==> run_1/m2.png <==
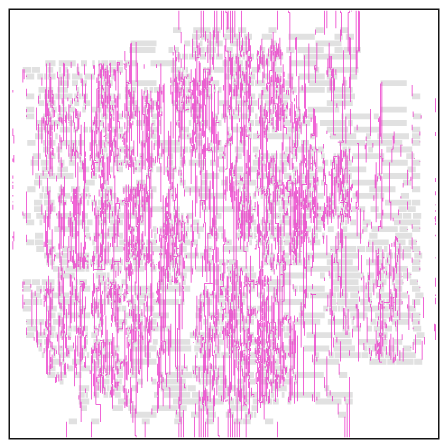
==> run_1/congestion_map.png <==
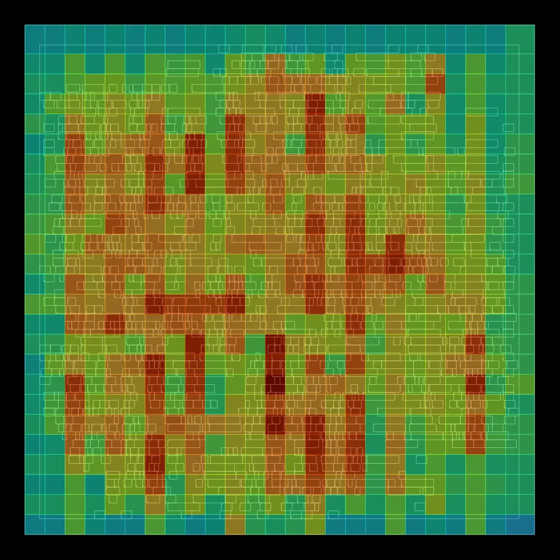
==> run_1/layers.png <==
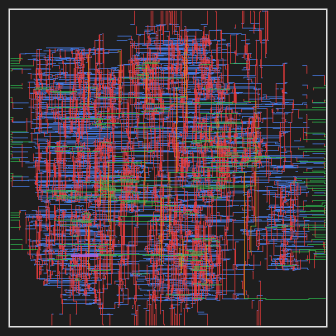
==> run_1/m3.png <==
The bar under the picture is 50 um long.
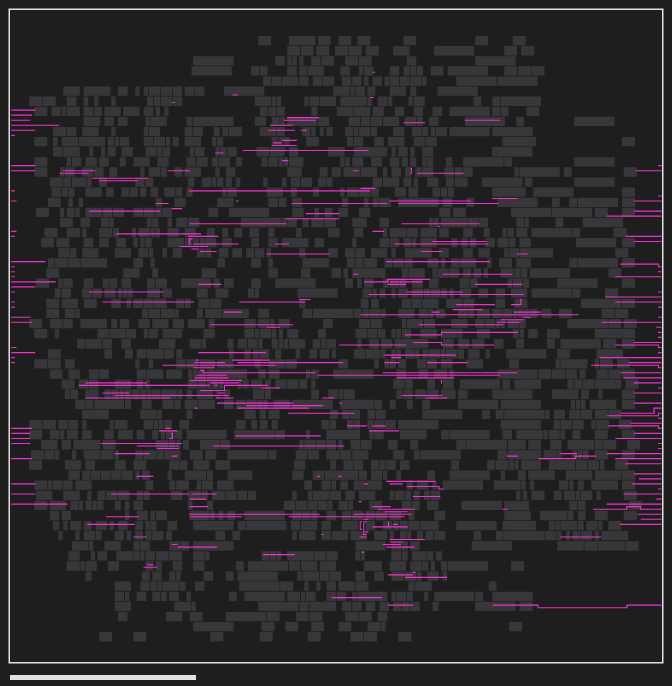
## src/rtl/expr_lane_pkg.sv

```systemverilog
// Shared opcode encodings and defaults for the expression lane pipeline.
package expr_lane_pkg;

  typedef logic [2:0] op_t;

  localparam op_t OP_ADD  = 3'd0;
  localparam op_t OP_SUB  = 3'd1;
  localparam op_t OP_LT   = 3'd2;
  localparam op_t OP_EQ   = 3'd3;
  localparam op_t OP_SHR  = 3'd4;
  localparam op_t OP_NEG  = 3'd5;
  localparam op_t OP_SEL  = 3'd6;
  localparam op_t OP_RXOR = 3'd7;

  localparam logic [5:0] DEFAULT_SIGNED_MASK = 6'b111000;

endpackage

```

## src/rtl/expr_lane_alu.sv

```systemverilog
// Single combinational expression lane; signedness is fixed at elaboration.
module expr_lane_alu
  import expr_lane_pkg::*;
#(
  parameter int WIDTH  = 6,
  parameter bit SIGNED = 1'b0
) (
  input  op_t              op,
  input  logic [WIDTH-1:0] a,
  input  logic [WIDTH-1:0] b,
  output logic [WIDTH-1:0] y,
  output logic             ovf
);

  localparam logic [WIDTH-1:0] ONE     = WIDTH'(1);
  localparam logic [WIDTH-1:0] MOSTNEG = {1'b1, {(WIDTH-1){1'b0}}};
  localparam logic [WIDTH:0]   WLIM    = (WIDTH+1)'(WIDTH);

  logic [WIDTH:0]   sum;
  logic [WIDTH:0]   dif;
  logic [WIDTH-1:0] neg_a;
  logic [WIDTH-1:0] neg_b;
  logic [WIDTH-1:0] shr;
  logic             lt;
  logic             add_sovf;
  logic             sub_sovf;

  // The extra top bit of sum/dif is the unsigned carry/borrow.
  assign sum   = {1'b0, a} + {1'b0, b};
  assign dif   = {1'b0, a} - {1'b0, b};
  assign neg_a = ~a + ONE;
  assign neg_b = ~b + ONE;

  assign add_sovf = (a[WIDTH-1] == b[WIDTH-1]) && (sum[WIDTH-1] != a[WIDTH-1]);
  assign sub_sovf = (a[WIDTH-1] != b[WIDTH-1]) && (dif[WIDTH-1] != a[WIDTH-1]);

  always_comb begin
    lt = 1'b0;
    if (SIGNED) lt = $signed(a) < $signed(b);
    else        lt = a < b;
  end

  // Oversized shift amounts saturate to sign fill (signed) or zero (unsigned).
  always_comb begin
    shr = '0;
    if ({1'b0, b} >= WLIM) begin
      shr = SIGNED ? {WIDTH{a[WIDTH-1]}} : '0;
    end else if (SIGNED) begin
      shr = $unsigned($signed(a) >>> b);
    end else begin
      shr = a >> b;
    end
  end

  always_comb begin
    y   = '0;
    ovf = 1'b0;
    case (op)
      OP_ADD: begin
        y   = sum[WIDTH-1:0];
        ovf = SIGNED ? add_sovf : sum[WIDTH];
      end
      OP_SUB: begin
        y   = dif[WIDTH-1:0];
        ovf = SIGNED ? sub_sovf : dif[WIDTH];
      end
      OP_LT:   y = {{(WIDTH-1){1'b0}}, lt};
      OP_EQ:   y = {{(WIDTH-1){1'b0}}, (a == b)};
      OP_SHR:  y = shr;
      OP_NEG: begin
        y   = neg_a;
        ovf = SIGNED && (a == MOSTNEG);
      end
      OP_SEL:  y = (|a) ? b : neg_b;
      OP_RXOR: y = {{(WIDTH-1){1'b0}}, ^(a ^ b)};
      default: begin
        y   = '0;
        ovf = 1'b0;
      end
    endcase
  end

endmodule

```

## src/rtl/expr_lane_pipe.sv

```systemverilog
// Multi-lane expression evaluator behind a valid/ready elastic pipeline.
module expr_lane_pipe
  import expr_lane_pkg::*;
#(
  parameter int               LANES       = 6,
  parameter int               WIDTH       = 6,
  parameter int               STAGES      = 2,
  parameter logic [LANES-1:0] SIGNED_MASK = DEFAULT_SIGNED_MASK,
  parameter int               CNT_W       = 16
) (
  input  logic                   clk,
  input  logic                   reset,
  input  logic                   in_valid,
  output logic                   in_ready,
  input  op_t                    in_op,
  input  logic [LANES*WIDTH-1:0] in_a,
  input  logic [LANES*WIDTH-1:0] in_b,
  output logic                   out_valid,
  input  logic                   out_ready,
  output logic [LANES*WIDTH-1:0] out_y,
  output logic [LANES-1:0]       out_ovf,
  output logic [CNT_W-1:0]       out_count
);

  logic [LANES*WIDTH-1:0] alu_y;
  logic [LANES-1:0]       alu_ovf;

  logic [STAGES-1:0]      vld;
  logic [STAGES-1:0]      ld;
  logic [LANES*WIDTH-1:0] stg_y   [STAGES];
  logic [LANES-1:0]       stg_ovf [STAGES];
  logic [CNT_W-1:0]       cnt;

  for (genvar i = 0; i < LANES; i++) begin : g_lane
    expr_lane_alu #(
      .WIDTH  (WIDTH),
      .SIGNED (SIGNED_MASK[i])
    ) u_alu (
      .op  (in_op),
      .a   (in_a[i*WIDTH +: WIDTH]),
      .b   (in_b[i*WIDTH +: WIDTH]),
      .y   (alu_y[i*WIDTH +: WIDTH]),
      .ovf (alu_ovf[i])
    );
  end

  // Ready ripples back from the consumer; a scalar carries it so ld is never read here.
  always_comb begin
    logic chain;
    ld    = '0;
    chain = !vld[STAGES-1] || out_ready;
    ld[STAGES-1] = chain;
    for (int i = STAGES-2; i >= 0; i--) begin
      chain = !vld[i] || chain;
      ld[i] = chain;
    end
  end

  assign in_ready = ld[0];

  always_ff @(posedge clk) begin
    if (reset) begin
      vld <= '0;
      cnt <= '0;
      for (int i = 0; i < STAGES; i++) begin
        stg_y[i]   <= '0;
        stg_ovf[i] <= '0;
      end
    end else begin
      if (ld[0]) begin
        vld[0] <= in_valid;
        if (in_valid) begin
          stg_y[0]   <= alu_y;
          stg_ovf[0] <= alu_ovf;
        end
      end
      for (int i = 1; i < STAGES; i++) begin
        if (ld[i]) begin
          vld[i] <= vld[i-1];
          if (vld[i-1]) begin
            stg_y[i]   <= stg_y[i-1];
            stg_ovf[i] <= stg_ovf[i-1];
          end
        end
      end
      if (vld[STAGES-1] && out_ready) cnt <= cnt + CNT_W'(1);
    end
  end

  assign out_valid = vld[STAGES-1];
  assign out_y     = stg_y[STAGES-1];
  assign out_ovf   = stg_ovf[STAGES-1];
  assign out_count = cnt;

endmodule

```

## config.mk

```make
export PLATFORM = sky130hd
export DESIGN_NAME = expr_lane_pipe
export DESIGN_NICKNAME = d
export VERILOG_FILES = /design/src/rtl/expr_lane_pkg.sv /design/src/rtl/expr_lane_alu.sv /design/src/rtl/expr_lane_pipe.sv
export SDC_FILE = /design/constraint.sdc
export NUM_CORES = 1
export LEC_CHECK = 0
export CAP_MARGIN = 20
export CORE_MARGIN = 5
export CORE_UTILIZATION = 40
export DETAILED_ROUTE_END_ITERATION = 10
export SLEW_MARGIN = 20
export SYNTH_ARGS = -nofsm -noshare
export SYNTH_HDL_FRONTEND = slang
export SYNTH_SLANG_ARGS = --single-unit
```

## constraint.sdc

```tcl
create_clock -name clk -period 2.7 [get_ports clk]
set_input_delay 0.27 -clock clk [delete_from_list [all_inputs] [get_ports clk]]
set_output_delay 0.27 -clock clk [all_outputs]
set_load 0.02 [all_outputs]
```

==> job_summary.md, run 1 <==
## PnR job results

| Metric | Value |
|---|---|
| Status | complete, no violations |
| Peak supply drop | 0.257 mV |
| R2R depth | 6 |
| Cell area leaders | edfxtp_1, ha_1, xnor2_1 |
| Routed met2 length | 15.8 mm |
| Post-placement cell area | 13700 um^2 |
| Buffers on Ports | 138 |
| Crit path max fanout | 3 |
| Synth Cell Area | 11000 um^2 |
| Vias post-DR | about 11000 |
| Top-count cell post-synth | nor2_1 |
| Yosys top cell by area | edfxtp_1 |
| DRT met1 WL | 16.9 mm |
| Area Overhead vs Synth | 27.8% |
| Slew headroom | 0.586 |
| WP data required | 2.82 ns |
| Initial antenna violation count | 1 |
| Yosys cell count | 1282 |
| Final setup vio count | 0 |
| Max Cap Viol | 0 |
| Syn. warnings | 0 |
| Fin area | 14000 um^2 |
| Placement Setup Slack | -0.0505 ns |
| HPWL after DPL | 28.4 mm |
| First-pass GRT wire length | 56.3 mm |
| Final nets | between 1500 and 2000 |
| Fillers | ~2600 |
| Register area share after synthesis | 0.263 |
| Hold_ws | 0.494 ns |
| Worst-path clk slew | 0.08 ns |
| ANT cells | 0 |
| Period minus WS final | roughly 2.4 ns |
| Clkbuf count | 12 |
| Post-CTS resize count | 0 |
| GR Layer Usage met3 | 0.0331 |
| Seq cells | 102 |
| Uppermost routed layer | met5 |
| Reg area | between 2000 and 3000 um^2 |
| Cells on Worst Hold Path | 2 |
| Post-Syn Area per Cell | 8.55 um^2 |
| Top non-seq family | AND-OR/OR-AND gates |
| Fin util | 0.520 |
| Detailed-route DRC error count | 0 |
| Hold_buf cts | 0 |
Back to the opening pictures, m2.png:
- share of all routed wire: 44%
- main direction: vertical

Back to the opening pictures, congestion_map.png:
M1 GR Usage: 0.330
busiest grt layer: met2
Routed WL per cell: 19.4 um

Back to the opening pictures, layers.png:
- M5: purple (wire length 13.8 um)
- M3: green (wire length 2610 um)
- M4: orange (wire length 676 um)
- M1: blue (wire length 16900 um)
- M2: red (wire length 15800 um)

Back to the opening pictures, m3.png:
- main direction: horizontal
- nets with wire on the layer: 225

==> run 1: report_power, final <==
group,switching (W),leakage (nW),internal (W)
sequential,0.0000345,1.05,0.00182
combinational,0.00110,4.54,0.000963
clock,0.000650,0.162,0.000780
total,0.00179,5.76,0.00356
==> run 1: flip-flops by register name (all words and copies together), names as in the netlist <==
signal     flops
out_count     16
vld            2
stg_y         72
stg_ovf       12
==> run 1: worst max-delay path: stages <==
cell             delay, ns
clkdlybuf4s50_1       0.52
inv_1                 0.08
ha_1                  0.30
inv_1                 0.06
ha_1                  0.30
xnor2_1               0.25
xnor2_1               0.16
a21oi_1               0.08
a22oi_1               0.16
a21oi_1               0.09
o31a_1                0.28
==> run_1/clock_wires.png <==
The bar under the picture is 50 um long.
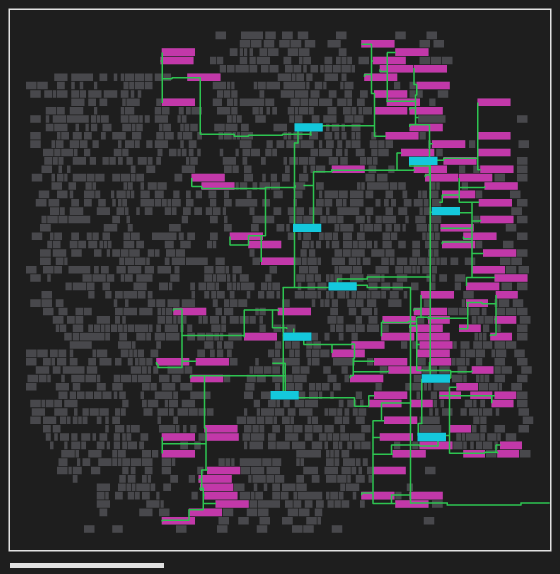

## Run 2: what changed since run 1
--- a/config.mk
+++ b/config.mk
@@ -6,7 +6,7 @@
 export NUM_CORES = 1
 export LEC_CHECK = 0
 export CAP_MARGIN = 20
-export CORE_MARGIN = 5
+export CORE_MARGIN = 10
 export CORE_UTILIZATION = 40
 export DETAILED_ROUTE_END_ITERATION = 10
 export SLEW_MARGIN = 20
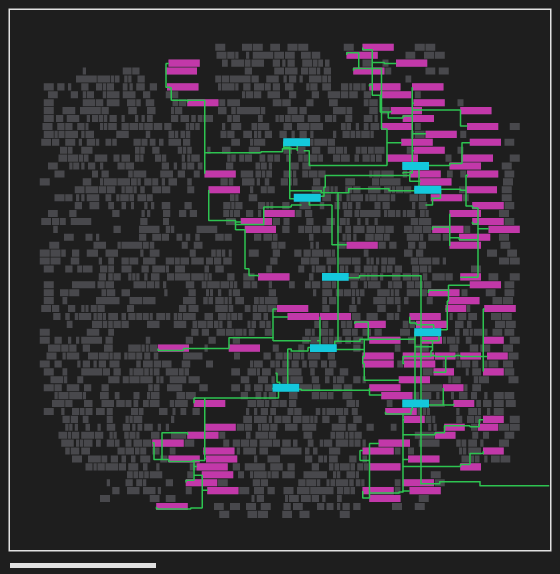
(run_2/clock_wires.png)
The bar under the picture is 50 um long.
- flip-flops: magenta (count 102)
- clock-net drivers: cyan (count 9)
- clock wires: green (length 1600 um)
- routed clock nets: 10

==> run 2 against run 1 <==
  * Register-to-register slack is essentially flat
  * Clock skew rose by 0.0015 ns
  * Sequential power hardly changed
  * Largest power group unchanged
  * Highest routed layer is now met4
==> job_summary.md, run 2 <==
## PnR job results

| Metric | Value |
|---|---|
| Max reg flops | 72 |
| Crit path max fanout | 3 |
| Post-placement cell area | 13700 um^2 |
| Top-count cell post-synth | nor2_1 |
| Synth Cell Area | 11000 um^2 |
| Yosys top cell by area | edfxtp_1 |
| Sw Ratio | 0.340 |
| Max Cap Viol | 0 |
| Top non-seq family | AND-OR/OR-AND gates |
| Slowest cell on crit path | clkdlybuf4s50_1 |
| Final nets | 1697 |
| DRT met1 WL | 17.5 mm |
| Largest reg by FF count | stg_y |
| Critical path cell sequence | clkdlybuf4s50_1, inv_1, ha_1, fa_1, nor2b_1, o21ai_0, a21boi_0, a211o_1, o211ai_1, o221a_2 |
| Slew headroom | 0.416 |
| Area Overhead vs Synth | 27.8% |
| Max incr delay on CP | 0.49 ns |
| Flop pwr share | 0.349 |
| Fin util | 0.520 |
| Busiest grt layer | met2 |
| Syn. warnings | 0 |
| First-pass GRT wire length | 57.1 mm |
| Detailed-route DRC error count | 0 |
| Post-Syn Area per Cell | roughly 8.5 um^2 |
| Hold_ws | roughly 0.5 ns |
| P_comb | 0.00207 W |
| Uppermost routed layer | met4 |
| Status | complete, no violations |
| HPWL after DPL | 29.5 mm |
| Seq. pwr | 0.00186 W |
| Int Power | 0.00351 W |
| P_sw | 0.00181 W |
| Fin area | 14000 um^2 |
| Hold_buf cts | 0 |
| Clock group | ~0.0014 W |
| Buffers on Ports | 138 |
| Worst-path clk slew | 0.08 ns |
| Cell area leaders | edfxtp_1, ha_1, xnor2_1 |
| ANT cells | 0 |
| Top pwr grp | combinational cells |
| Period minus WS final | 2.45 ns |
| R2R depth | 6 |
| GR Layer Usage met3 | 0.0316 |
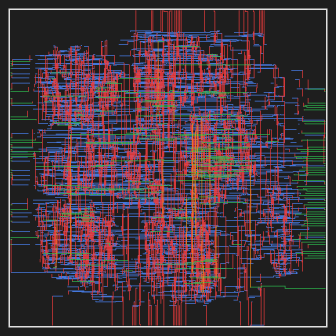
(run_2/layers.png)
- M1: blue (wire length 17500 um)
- M4: orange (wire length 666 um)
- M3: green (wire length 2750 um)
- M2: red (wire length 16200 um)
vias post-DR: 10404
DRT Wirelength: 37.1 mm
Global Route Usage Sum: 0.210
Routed WL per cell: 20.0 um

==> run 2: cell counts after synthesis <==
Identical to the previous run, type by type.
==> run 2: area by class of cell <==
type / count / area share
clock buffers: 11 / 0.0188
multi-input cells: 960 / 0.506
clock inverters: 5 / 0.00304
repair buffers: 343 / 0.211
flip-flops and latches: 102 / 0.206
inverters: 93 / 0.0249
well taps: 341 / 0.0305
==> run 2: worst max-delay path: cells and delay by family <==
family                     cells  cell delay, ns
adders and majority gates      2            0.66
and+or+nand+nor                1            0.13
buffers and inverters          2            0.57
AOI/OAI and AO/OA              5            0.95
==> run_2/congestion_map.png <==
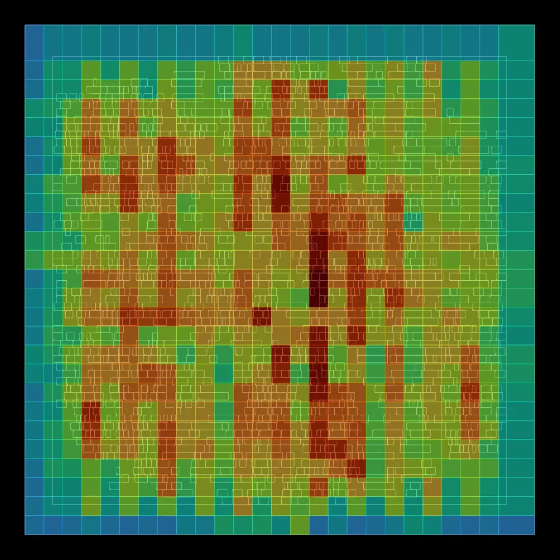

## Run 3: what changed since run 2
--- a/config.mk
+++ b/config.mk
@@ -12,4 +12,5 @@
 export SLEW_MARGIN = 20
 export SYNTH_ARGS = -nofsm -noshare
 export SYNTH_HDL_FRONTEND = slang
+export SYNTH_HIERARCHICAL = 1
 export SYNTH_SLANG_ARGS = --single-unit
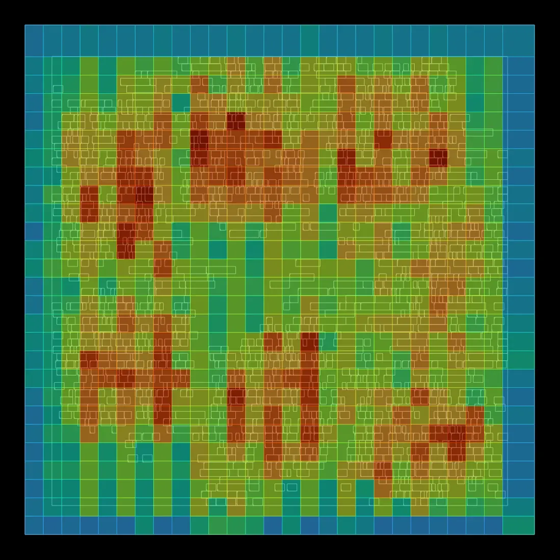
(run_3/congestion_map.png)
Global Route Usage Sum: 0.182
M1 GR Usage: 0.237
Routed WL per cell: 17.3 um
grt met2 use: 0.311
GR Layer Usage met3: 0.0241

==> run 3 against run 2 <==
  * Final area grew 5.7%
  * Die area up 6.4%
  * Sequential share of layout area fell by 1.1 points
  * Critical endpoint is now stg_y[0][0]
  * Highest routed layer unchanged
==> job_summary.md, run 3 <==
## PnR job results

| Metric | Value |
|---|---|
| Status | complete, no violations |
| Clk pwr share | 0.257 |
| Busiest grt layer | met2 |
| Top pwr grp | combinational cells |
| Largest reg by FF count | stg_y |
| Hold_buf cts | 0 |
| Sw Ratio | 0.334 |
| Register area share after synthesis | 0.245 |
| Comb power frac | 0.398 |
| Synth Cell Area | about 12000 um^2 |
| Area Overhead vs Synth | 26.1% |
| Fin util | 0.513 |
| DRT met1 WL | roughly 15 mm |
| Period minus WS final | 2.56 ns |
| Vias post-DR | 10883 |
| Crit path max fanout | 2 |
| Max Cap Viol | 0 |
| Slowest cell on crit path | clkdlybuf4s50_1 |
| HPWL after DPL | roughly 27 mm |
| Peak supply drop | 0.290 mV |
| R2R depth | 4 |
| Post-Syn Area per Cell | 8.71 um^2 |
| Clkbuf count | 9 |
| Seq cells | a little over 100 |
| Worst-path clk slew | 0.07 ns |
| ANT cells | 0 |
| Placement Setup Slack | -0.230 ns |
| Max reg flops | 72 |
| Yosys cell count | 1348 |
| Seq/total area | 0.195 |
| Detailed-route DRC error count | 0 |
| Yosys top cell by area | edfxtp_1 |
| Uppermost routed layer | met4 |
| Routed met2 length | 16.4 mm |
| Buffers on Ports | between 100 and 150 |
| Non-clk invs | 103 |
| Top class by area | multi-input combinational cells |
| Slew headroom | 0.487 |
| P_comb | approximately 0.0021 W |
| Initial antenna violation count | 0 |
| Critical path cell sequence | clkdlybuf4s50_1, inv_1, ha_1, inv_1, ha_1, xnor2_1, xnor2_1, a41o_1, a221o_1, a221o_1, and2_1 |
| Syn. warnings | 6 |
| Int Power | between 0.003 and 0.004 W |
| Post-placement cell area | 14500 um^2 |
| Clock group | 0.00138 W |
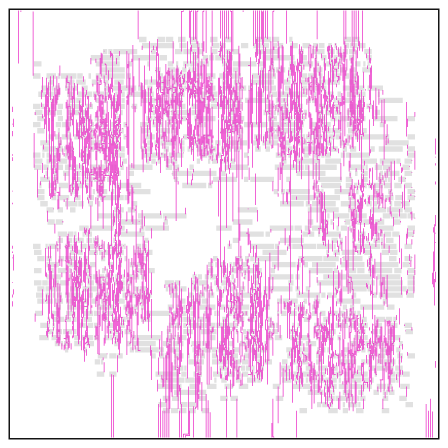
(run_3/m2.png)
- nets with wire on the layer: 1515
- share of all routed wire: 48%
- longest straight run: 67.0 um

[run 3: cell count changes after synthesis, sizes merged, moves of 10 or more]
cell | before | now
o22ai | 14 | 25
and2 | 48 | 87
nand2 | 60 | 80
mux2i | 26 | 38
a21oi | 81 | 49
xor2 | 30 | 20
o21ai | 54 | 36
inv | 92 | 103
nor2 | 112 | 87
a221o | 1 | 14
a2bb2oi | 2 | 17
[run 3: cell families after synthesis]
family | Yosys count | synth area share
simple gates | 455 | 0.212
compound gates | 297 | 0.190
buf+inv | 230 | 0.0980
fa+ha+maj | 117 | 0.132
flops | 102 | 0.245
xor+xnor | 101 | 0.0753
mux | 46 | 0.0468
[run 3: tightest hold or removal path, stage by stage, from the launching register on]
cell and delay (ns):
dfxtp_1 0.34, nand2_1 0.06, a21oi_1 0.06
Power is estimated from default activity; no workload was simulated.
